Routing congestion map:
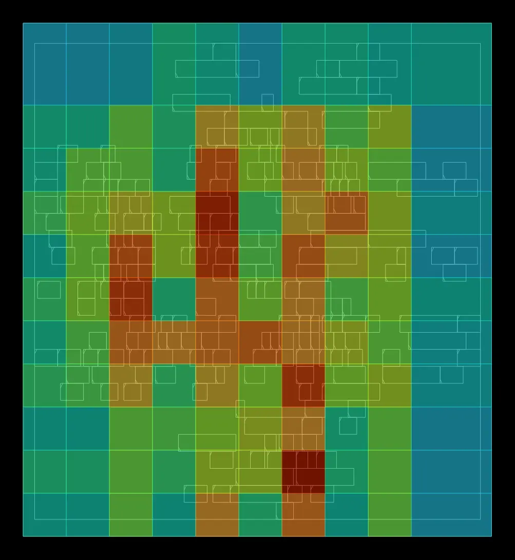
Signal wires on met3:
Scale bar: 20 um.
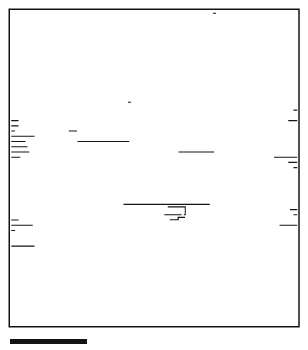
Selected gate families:
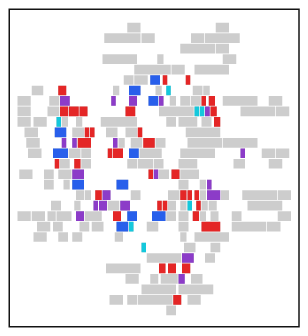
Metal 2:
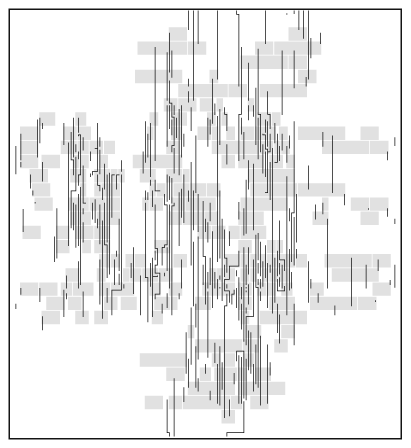
Sequential cells coloured by netlist name:
Other sequential cells in the stronger grey, the rest of the logic in the fainter grey.
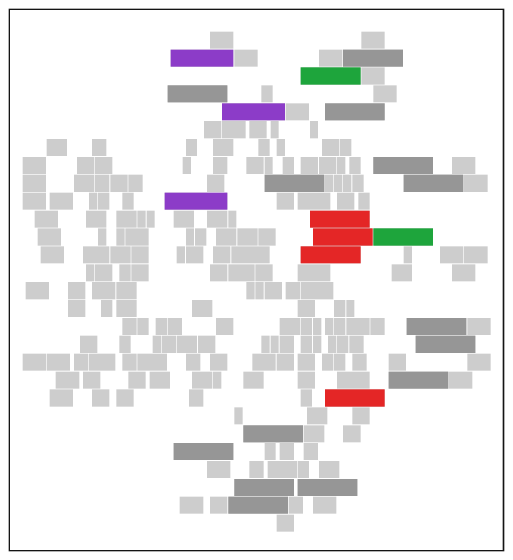
==> config.mk <==
export PLATFORM = sky130hd
export DESIGN_NAME = mips_mc_ctrl_flat
export DESIGN_NICKNAME = d
export VERILOG_FILES = /design/src/rtl/mips_ctrl_pkg.sv /design/src/rtl/mips_mc_ctrl_if.sv /design/src/rtl/mips_alu_dec.sv /design/src/rtl/mips_mc_ctrl.sv /design/src/flat_wrapper.sv
export SDC_FILE = /design/constraint.sdc
export NUM_CORES = 1
export LEC_CHECK = 0
export ABC_AREA = 0
export CAP_MARGIN = 20
export CORE_ASPECT_RATIO = 1.1
export CORE_MARGIN = 1.5
export CORE_UTILIZATION = 25
export DETAILED_ROUTE_END_ITERATION = 12
export GPL_ROUTABILITY_DRIVEN = 0
export PLACE_DENSITY = 0.46
export SYNTH_ARGS = -nofsm -noshare
export SYNTH_HDL_FRONTEND = slang
export SYNTH_SLANG_ARGS = --single-unit
==> constraint.sdc <==
create_clock -name clk -period 3 [get_ports clk]
set_input_delay 0.9 -clock clk [delete_from_list [all_inputs] [get_ports clk]]
set_output_delay 0.9 -clock clk [all_outputs]
set_load 0.01 [all_outputs]
==> src/rtl/mips_ctrl_pkg.sv <==
// Shared encodings for the multi-cycle MIPS control unit.
// Opcodes, funct codes, ALU op codes, FSM states and the output bundle.
package mips_ctrl_pkg;

  localparam logic [5:0] OP_RTYPE = 6'h00;
  localparam logic [5:0] OP_J     = 6'h02;
  localparam logic [5:0] OP_BEQ   = 6'h04;
  localparam logic [5:0] OP_ADDI  = 6'h08;
  localparam logic [5:0] OP_ANDI  = 6'h0C;
  localparam logic [5:0] OP_ORI   = 6'h0D;
  localparam logic [5:0] OP_LW    = 6'h23;
  localparam logic [5:0] OP_SW    = 6'h2B;

  localparam logic [5:0] FN_ADD = 6'h20;
  localparam logic [5:0] FN_SUB = 6'h22;
  localparam logic [5:0] FN_AND = 6'h24;
  localparam logic [5:0] FN_OR  = 6'h25;
  localparam logic [5:0] FN_NOR = 6'h27;

  localparam logic [2:0] ALU_OP_ADD  = 3'b000;
  localparam logic [2:0] ALU_OP_SUB  = 3'b001;
  localparam logic [2:0] ALU_OP_OR   = 3'b010;
  localparam logic [2:0] ALU_OP_AND  = 3'b011;
  localparam logic [2:0] ALU_OP_NOR  = 3'b101;
  localparam logic [2:0] ALU_OP_NOT  = 3'b110;
  localparam logic [2:0] ALU_OP_HOLD = 3'b111;

  typedef enum logic [3:0] {
    S_IDLE, S_FETCH, S_DECODE,
    S_EXEC_R, S_WB_R, S_EXEC_I, S_WB_I,
    S_MEM_ADDR, S_MEM_RD, S_MEM_WR, S_MEM_WB,
    S_BRANCH, S_JUMP, S_ILLEGAL, S_TRAP
  } state_e;

  typedef struct packed {
    logic       mem_req;
    logic       mem_we;
    logic       i_or_d;
    logic       pc_wr;
    logic [1:0] pc_src;
    logic       reg_write;
    logic       reg_dst;
    logic       mem_to_reg;
    logic       alu_src_a;
    logic [1:0] alu_src_b;
    logic [2:0] alu_op;
  } ctrl_t;

  function automatic ctrl_t ctrl_idle();
    ctrl_t c;
    c = '0;
    c.alu_op = ALU_OP_HOLD;
    return c;
  endfunction

endpackage

==> src/rtl/mips_mc_ctrl_if.sv <==
// Memory request/acknowledge bus between the control unit and memory.
interface mips_mc_ctrl_if;
  logic mem_req;
  logic mem_we;
  logic i_or_d;
  logic mem_ack;

  modport master (
    output mem_req, mem_we, i_or_d,
    input  mem_ack
  );

  modport slave (
    input  mem_req, mem_we, i_or_d,
    output mem_ack
  );
endinterface

==> src/rtl/mips_alu_dec.sv <==
// Combinational (opcode, funct) -> ALU operation decoder.
module mips_alu_dec
  import mips_ctrl_pkg::*;
(
  input  logic [5:0] op,
  input  logic [5:0] funct,
  output logic [2:0] alu_op,
  output logic       valid
);

  always_comb begin
    alu_op = ALU_OP_HOLD;
    valid  = 1'b0;
    unique case (1'b1)
      op == OP_RTYPE: begin
        valid = 1'b1;
        case (funct)
          FN_ADD:  alu_op = ALU_OP_ADD;
          FN_SUB:  alu_op = ALU_OP_SUB;
          FN_AND:  alu_op = ALU_OP_AND;
          FN_OR:   alu_op = ALU_OP_OR;
          FN_NOR:  alu_op = ALU_OP_NOR;
          default: valid  = 1'b0;
        endcase
      end
      op == OP_ADDI: begin
        alu_op = ALU_OP_ADD;
        valid  = 1'b1;
      end
      op == OP_ANDI: begin
        alu_op = ALU_OP_AND;
        valid  = 1'b1;
      end
      op == OP_ORI: begin
        alu_op = ALU_OP_OR;
        valid  = 1'b1;
      end
      (op == OP_LW) || (op == OP_SW): begin
        alu_op = ALU_OP_ADD;
        valid  = 1'b1;
      end
      op == OP_BEQ: begin
        alu_op = ALU_OP_SUB;
        valid  = 1'b1;
      end
      op == OP_J: valid = 1'b1;
      default: ;
    endcase
  end

endmodule

==> src/rtl/mips_mc_ctrl.sv <==
// Multi-cycle MIPS control FSM with registered datapath controls.
// Define CTRL_TRAP_EN to trap on illegal instructions instead of NOP.
module mips_mc_ctrl
  import mips_ctrl_pkg::*;
#(
  parameter int MEM_TIMEOUT = 16
) (
  input  logic       clk,
  input  logic       rst_n,
  input  logic [5:0] instr_op,
  input  logic [5:0] instr_funct,
  input  logic       alu_zero,
  mips_mc_ctrl_if.master mem,
  output logic       ir_write,
  output logic       pc_write,
  output logic [1:0] pc_src,
  output logic       reg_write,
  output logic       reg_dst,
  output logic       mem_to_reg,
  output logic       alu_src_a,
  output logic [1:0] alu_src_b,
  output logic [2:0] alu_op,
  output logic       mem_err
`ifdef CTRL_TRAP_EN
  ,
  output logic       trap
`endif
);

  localparam int CW = (MEM_TIMEOUT > 1) ? $clog2(MEM_TIMEOUT) : 1;

  state_e        state_q, state_d;
  ctrl_t         ctl_q, ctl_d;
  logic [CW-1:0] cnt_q, cnt_d;
  logic          err_q, err_d;
  logic [2:0]    dec_op;
  logic          dec_ok;
  logic          in_mem;
  logic          ack;
  logic          tmo;

  mips_alu_dec u_dec (
    .op     (instr_op),
    .funct  (instr_funct),
    .alu_op (dec_op),
    .valid  (dec_ok)
  );

  assign ack    = mem.mem_ack;
  assign in_mem = (state_q == S_FETCH) || (state_q == S_MEM_RD) ||
                  (state_q == S_MEM_WR);
  // An ack in the final waiting cycle takes priority over the timeout.
  assign tmo = (MEM_TIMEOUT != 0) && in_mem && !ack &&
               (cnt_q == CW'(MEM_TIMEOUT - 1));

  always_comb begin
    state_d = state_q;
    unique case (state_q)
      S_IDLE:   state_d = S_FETCH;
      S_FETCH: begin
        if (ack)      state_d = S_DECODE;
        else if (tmo) state_d = S_IDLE;
      end
      S_DECODE: begin
        unique case (1'b1)
          instr_op == OP_RTYPE:
            state_d = dec_ok ? S_EXEC_R : S_ILLEGAL;
          (instr_op == OP_LW) || (instr_op == OP_SW):
            state_d = S_MEM_ADDR;
          instr_op == OP_BEQ: state_d = S_BRANCH;
          instr_op == OP_J:   state_d = S_JUMP;
          (instr_op == OP_ADDI) || (instr_op == OP_ANDI) ||
          (instr_op == OP_ORI):
            state_d = S_EXEC_I;
          default: state_d = S_ILLEGAL;
        endcase
      end
      S_EXEC_R:   state_d = S_WB_R;
      S_WB_R:     state_d = S_FETCH;
      S_EXEC_I:   state_d = S_WB_I;
      S_WB_I:     state_d = S_FETCH;
      S_MEM_ADDR:
        state_d = (instr_op == OP_LW) ? S_MEM_RD : S_MEM_WR;
      S_MEM_RD: begin
        if (ack)      state_d = S_MEM_WB;
        else if (tmo) state_d = S_IDLE;
      end
      S_MEM_WR: begin
        if (ack)      state_d = S_FETCH;
        else if (tmo) state_d = S_IDLE;
      end
      S_MEM_WB:   state_d = S_FETCH;
      S_BRANCH:   state_d = S_FETCH;
      S_JUMP:     state_d = S_FETCH;
`ifdef CTRL_TRAP_EN
      S_ILLEGAL:  state_d = S_TRAP;
      S_TRAP:     state_d = S_TRAP;
`else
      S_ILLEGAL:  state_d = S_FETCH;
      S_TRAP:     state_d = S_FETCH;
`endif
      default:    state_d = S_IDLE;
    endcase
  end

  // Controls are decoded from the next state so they are flop outputs.
  always_comb begin
    ctl_d = ctrl_idle();
    unique case (state_d)
      S_FETCH: begin
        ctl_d.mem_req   = 1'b1;
        ctl_d.alu_src_b = 2'b01;
        ctl_d.alu_op    = ALU_OP_ADD;
      end
      S_DECODE: begin
        ctl_d.alu_src_b = 2'b11;
        ctl_d.alu_op    = ALU_OP_ADD;
      end
      S_EXEC_R: begin
        ctl_d.alu_src_a = 1'b1;
        ctl_d.alu_op    = dec_op;
      end
      S_EXEC_I: begin
        ctl_d.alu_src_a = 1'b1;
        ctl_d.alu_src_b = 2'b10;
        ctl_d.alu_op    = dec_op;
      end
      S_WB_R: begin
        ctl_d.reg_write = 1'b1;
        ctl_d.reg_dst   = 1'b1;
      end
      S_WB_I: ctl_d.reg_write = 1'b1;
      S_MEM_ADDR: begin
        ctl_d.alu_src_a = 1'b1;
        ctl_d.alu_src_b = 2'b10;
        ctl_d.alu_op    = ALU_OP_ADD;
      end
      S_MEM_RD: begin
        ctl_d.mem_req = 1'b1;
        ctl_d.i_or_d  = 1'b1;
      end
      S_MEM_WR: begin
        ctl_d.mem_req = 1'b1;
        ctl_d.i_or_d  = 1'b1;
        ctl_d.mem_we  = 1'b1;
      end
      S_MEM_WB: begin
        ctl_d.mem_to_reg = 1'b1;
        ctl_d.reg_write  = 1'b1;
      end
      S_BRANCH: begin
        ctl_d.alu_src_a = 1'b1;
        ctl_d.alu_op    = ALU_OP_SUB;
        ctl_d.pc_src    = 2'b01;
      end
      S_JUMP: begin
        ctl_d.pc_src = 2'b10;
        ctl_d.pc_wr  = 1'b1;
      end
      default: ;
    endcase
  end

  assign cnt_d = (state_d != state_q) ? '0 : cnt_q + CW'(1);
  assign err_d = err_q | tmo;

  always_ff @(posedge clk or negedge rst_n) begin
    if (!rst_n) begin
      state_q <= S_IDLE;
      ctl_q   <= ctrl_idle();
      cnt_q   <= '0;
      err_q   <= 1'b0;
    end else begin
      state_q <= state_d;
      ctl_q   <= ctl_d;
      cnt_q   <= cnt_d;
      err_q   <= err_d;
    end
  end

`ifdef CTRL_TRAP_EN
  logic trap_q;
  always_ff @(posedge clk or negedge rst_n) begin
    if (!rst_n) trap_q <= 1'b0;
    else        trap_q <= (state_d == S_TRAP);
  end
  assign trap = trap_q;
`endif

  // Fetch and branch strobes are qualified by the ack / zero of this cycle.
  assign ir_write = (state_q == S_FETCH) && ack;
  assign pc_write = ctl_q.pc_wr || ir_write ||
                    ((state_q == S_BRANCH) && alu_zero);

  assign mem.mem_req = ctl_q.mem_req;
  assign mem.mem_we  = ctl_q.mem_we;
  assign mem.i_or_d  = ctl_q.i_or_d;
  assign pc_src      = ctl_q.pc_src;
  assign reg_write   = ctl_q.reg_write;
  assign reg_dst     = ctl_q.reg_dst;
  assign mem_to_reg  = ctl_q.mem_to_reg;
  assign alu_src_a   = ctl_q.alu_src_a;
  assign alu_src_b   = ctl_q.alu_src_b;
  assign alu_op      = ctl_q.alu_op;
  assign mem_err     = err_q;

endmodule

==> src/flat_wrapper.sv <==
// flat-port wrapper written by rule: the top's interface ports become plain ports
module mips_mc_ctrl_flat import mips_ctrl_pkg::*;
#(
  parameter int MEM_TIMEOUT = 16
)
  (clk, rst_n, instr_op, instr_funct, alu_zero, ir_write, pc_write, pc_src, reg_write, reg_dst, mem_to_reg, alu_src_a, alu_src_b, alu_op, mem_err, mem_mem_req, mem_mem_we, mem_i_or_d, mem_mem_ack);
  mips_mc_ctrl_if mem_i ();
  input  logic clk;
  input  logic rst_n;
  input  logic [5:0] instr_op;
  input  logic [5:0] instr_funct;
  input  logic alu_zero;
  output logic ir_write;
  output logic pc_write;
  output logic [1:0] pc_src;
  output logic reg_write;
  output logic reg_dst;
  output logic mem_to_reg;
  output logic alu_src_a;
  output logic [1:0] alu_src_b;
  output logic [2:0] alu_op;
  output logic mem_err;
  output wire logic [$bits(mem_i.mem_req)-1:0] mem_mem_req;
  output wire logic [$bits(mem_i.mem_we)-1:0] mem_mem_we;
  output wire logic [$bits(mem_i.i_or_d)-1:0] mem_i_or_d;
  input wire logic [$bits(mem_i.mem_ack)-1:0] mem_mem_ack;
  assign mem_mem_req = mem_i.mem_req;
  assign mem_mem_we = mem_i.mem_we;
  assign mem_i_or_d = mem_i.i_or_d;
  assign mem_i.mem_ack = mem_mem_ack;
  mips_mc_ctrl #(.MEM_TIMEOUT(MEM_TIMEOUT)) u_core (.clk(clk), .rst_n(rst_n), .instr_op(instr_op), .instr_funct(instr_funct), .alu_zero(alu_zero), .mem(mem_i), .ir_write(ir_write), .pc_write(pc_write), .pc_src(pc_src), .reg_write(reg_write), .reg_dst(reg_dst), .mem_to_reg(mem_to_reg), .alu_src_a(alu_src_a), .alu_src_b(alu_src_b), .alu_op(alu_op), .mem_err(mem_err));
endmodule
==> ci_impl_report.md <==
### Flow metrics

| Metric | Value |
|---|---|
| Result of the run | `completed` |
| Combinational-cell power consumption | `906 uW` |
| Most area-consuming cells after synthesis | `sky130_fd_sc_hd__dfrtp_1, sky130_fd_sc_hd__dfstp_2, sky130_fd_sc_hd__nor2_1` |
| Final routed wire length divided by cell count | `13.3 um` |
| Actual slew at the worst max-slew pin | `0.426 ns` |
| Total setup buffers inserted after CTS | `0` |
| Clock latency on the worst-skew pair | `0.26 ns` |
| F_max | `343 MHz` |
| Cell Area, Placed | `1960 um2` |
| Maximum buffer depth of the clock tree | `2` |
| Cell-internal power | `953 uW` |
| Number of global-route vias before repair | `1383` |
| Row count | `28` |
| Final slew viol count | `0` |
| # setup viols final | `0` |
| Count of library flops with an enable pin | `0` |
| Number of cells in Yosys stat | `158` |
| Number of warnings in the stage logs | `27` |
| Maximum fanout along the worst path | `3` |
| Clock-net power | `192 uW` |
| Pre-CTS setup slack | `-0.363 ns` |
| Max-slew headroom at the worst pin | `71.5%` |
| Largest incremental delay on the critical path | `0.49 ns` |
| Endpoint kind of the worst setup timing path | `primary output` |
| Portion of the post-synthesis area used by sequential elements | `40.7%` |
| Share of power burned in the clock network | `12.1%` |
| Count of buffering cells on the critical path with inverters included | `2` |
| Pre-Place Util | `26.2%` |
| WS Path Type | `input pin to primary output` |
| Number of clock sinks | `23` |
| Yosys warns | `0` |
| Top cells excl fill/tap | `sky130_fd_sc_hd__clkdlybuf4s50_1, sky130_fd_sc_hd__buf_4, sky130_fd_sc_hd__dfrtp_1, sky130_fd_sc_hd__nor2_1, sky130_fd_sc_hd__nand2_1` |
| Quantity of I/O buffers inserted on ports | `32` |
| CTS HTree Levels | `1` |
| Die W | `74.9 um` |
| Remaining design rule violation count | `0` |
| Power per cell area | `789 nW/um2` |
| Sum Neg Setup Slack | `0 ns` |
| Min Tclk post-route | `2.92 ns` |
| Worst setup skew after layout | `0.00240 ns` |
| Antenna violations before repair | `0` |
| Inserted Clock Buffers | `3` |
| Clock tree from TritonCTS | `yes` |
| Mean cell area of the mapped netlist | `9.00 um2` |
| Detailed-placement wirelength estimate | `2.92 mm` |
| Sequential fraction of design power | `31.1%` |
| Largest Pwr Group | `combinational logic` |
| Global-route wire length before repair | `6.35 mm` |
| Placeable core region | `5430 um2` |
| Unrepaired setup endpoints after global routing | `yes` |
| Vias per std cell | `4.89` |
| Post-synthesis cell count | `158` |
| Post-synth area from yosys stat | `1420 um2` |
| Pin count of the biggest net entering global routing | `24` |
| Number of detailed-route iterations in the first pass | `5` |
| Dominant delay contributor by cell family on the critical path | `buffers and inverters` |
| Share of final-layout standard cells stronger than drive strength 1 | `19.8%` |
| Post-layout total power | `1590 uW` |
| Hold Vio Cnt, Final | `0` |
| Cell area after technology mapping | `1420 um2` |
| Crit share post-route | `97.2%` |
| Post-synthesis register bit count | `23` |
| Switching share of power | `40.1%` |
| Chip Footprint | `6150 um2` |
| Floorplan net count | `175` |
| Routed Antenna Nets | `0` |
| I/O pins | `33` |
| Clock transition at the registers of the reported paths | `0.08 ns` |
| Violation count after the first detailed-route iteration | `155` |
| Area grow syn2layout | `41.9%` |
| Net total in the final layout | `225` |
| Aggregate global routing overflow | `0` |
| Final cell area excluding filler cells | `2020 um2` |
| Number of inserted filler cells in the final layout | `549` |
| Top-area cell share | `35.2%` |
| Library cell occupying the most area in the post-synthesis netlist | `sky130_fd_sc_hd__dfrtp_1` |
| Setup slack of the critical path after layout | `0.0832 ns` |
| Cell breakdown of the critical path | `clkdlybuf4s50_1 -> nor2b_4 -> nand3_2 -> nand2_1 -> clkdlybuf4s15_1` |
| Cell leakage power | `0.000842 uW` |
| CP max stage cell | `sky130_fd_sc_hd__clkdlybuf4s50_1` |
| Overall global routing resource usage | `13.1%` |
| IR drop worst, VDD | `241 uV` |
| Post-synthesis async set-or-reset flop share | `100%` |
| Inst Count DP | `278` |
| Worst hold margin | `0.494 ns` |
| Req. time, crit path | `2.10 ns` |
| Arrival time of data at the critical path endpoint | `2.02 ns` |
| Die extent in y | `82.1 um` |
| Most frequently used flop master after synthesis | `sky130_fd_sc_hd__dfrtp_1` |
| Switching Power | `639 uW` |
## Picture notes: 'routing congestion map'
met2 track demand over resource: 22.9%
utilization of the core after routing: 37.2%

## Picture notes: 'signal wires on met3'
share of all routed wire	3.1%
longest straight run	22.1 um
nets with wire on the layer	27
wire length on this layer	116 um
total number of vias: 1380
DRT Wirelength: 3.75 mm

## Picture notes: 'selected gate families'
colour	family	cells
purple	NAND gates	20
red	NOR gates	36
cyan	inverters	7
blue	AND-OR and OR-AND gates	11
multi-input gate share of total cell area: 38.9%
fin cells: 282
most numerous logic cell after layout: sky130_fd_sc_hd__clkdlybuf4s50_1

## Picture notes: 'metal 2'
wire length on this layer	1920 um
share of all routed wire	51%
longest straight run	31.6 um
main direction	vertical
nets with wire on the layer	189

## Picture notes: 'sequential cells coloured by netlist name'
colour	netlist name	placed flops
green	u_core.pc_src	2
red	u_core.state_q	4
purple	u_core.alu_op	3
not coloured	14
area occupied by registers: 579 um2
share of the final layout cell area in sequential cells: 28.7%
reported sequential group power: 495 uW

-- cells by family (layout without fill, tap and decap cells) --
logic type	count (synthesis)	after routing	share of synthesized area (%)
AND/OR/NAND/NOR	65	65	25.1
adder cells (fa/ha/maj)	1	1	0.879
buffers and inverters	17	66	5.19
XOR/XNOR	4	4	2.46
multiplexers	2	2	1.50
flip-flops	23	23	40.7
AND-OR/OR-AND	46	46	24.2
-- cells in the mapped netlist (all sizes together), types with 4 or more instances --
library cell	n
dfrtp	20
nand2	10
inv	7
o21ai	11
a21oi	5
nor4	5
nor3	9
nor2	14
a211oi	4
nor2b	5
clkbuf	7
-- metal layers --
metal  GRT usage [%]  part of all wire (%)  vias to the layer above
li1                -                     -                      681
met1            16.9                    44                      660
met2            22.9                    51                       35
met3           0.971                   3.1                        4
met4            4.73                   1.2                        0
met5               0                     0                        -
-- path summary, 6_finish.rpt --
check / start / end / slack, ns / cells past startpoint
max in group asynchronous: rst_n / u_core.alu_op[1] / 1.73 / 2
worst max-delay path: mem_mem_ack / pc_write / 0.08 / 5
worst max register to register: u_core.state_q[0] / u_core.cnt_q[3] / 0.75 / 8
worst min register to register: u_core.cnt_q[0] / u_core.cnt_q[0] / 0.49 / 1
worst min-delay path: u_core.cnt_q[0] / u_core.cnt_q[0] / 0.49 / 1
min in group asynchronous: rst_n / u_core.cnt_q[0] / 0.98 / 2
-- cell type report --
type	count	area [um2]	share of cell area, %
Clock buffer	3	41.3	2.05
Sequential cell	23	579	28.7
Clock inverter	1	5.00	0.248
Multi-Input combinational cell	118	785	38.9
Inverter	7	26.3	1.30
Timing Repair Buffer	55	488	24.2
Tap cell	75	93.8	4.65
-- repair_timing --
item                       in CTS  in global routing
setup endpoints to repair       2                 11
gates resized                   5                  4
hold buffers                    0                  0
Power is estimated from default activity; no workload was simulated.
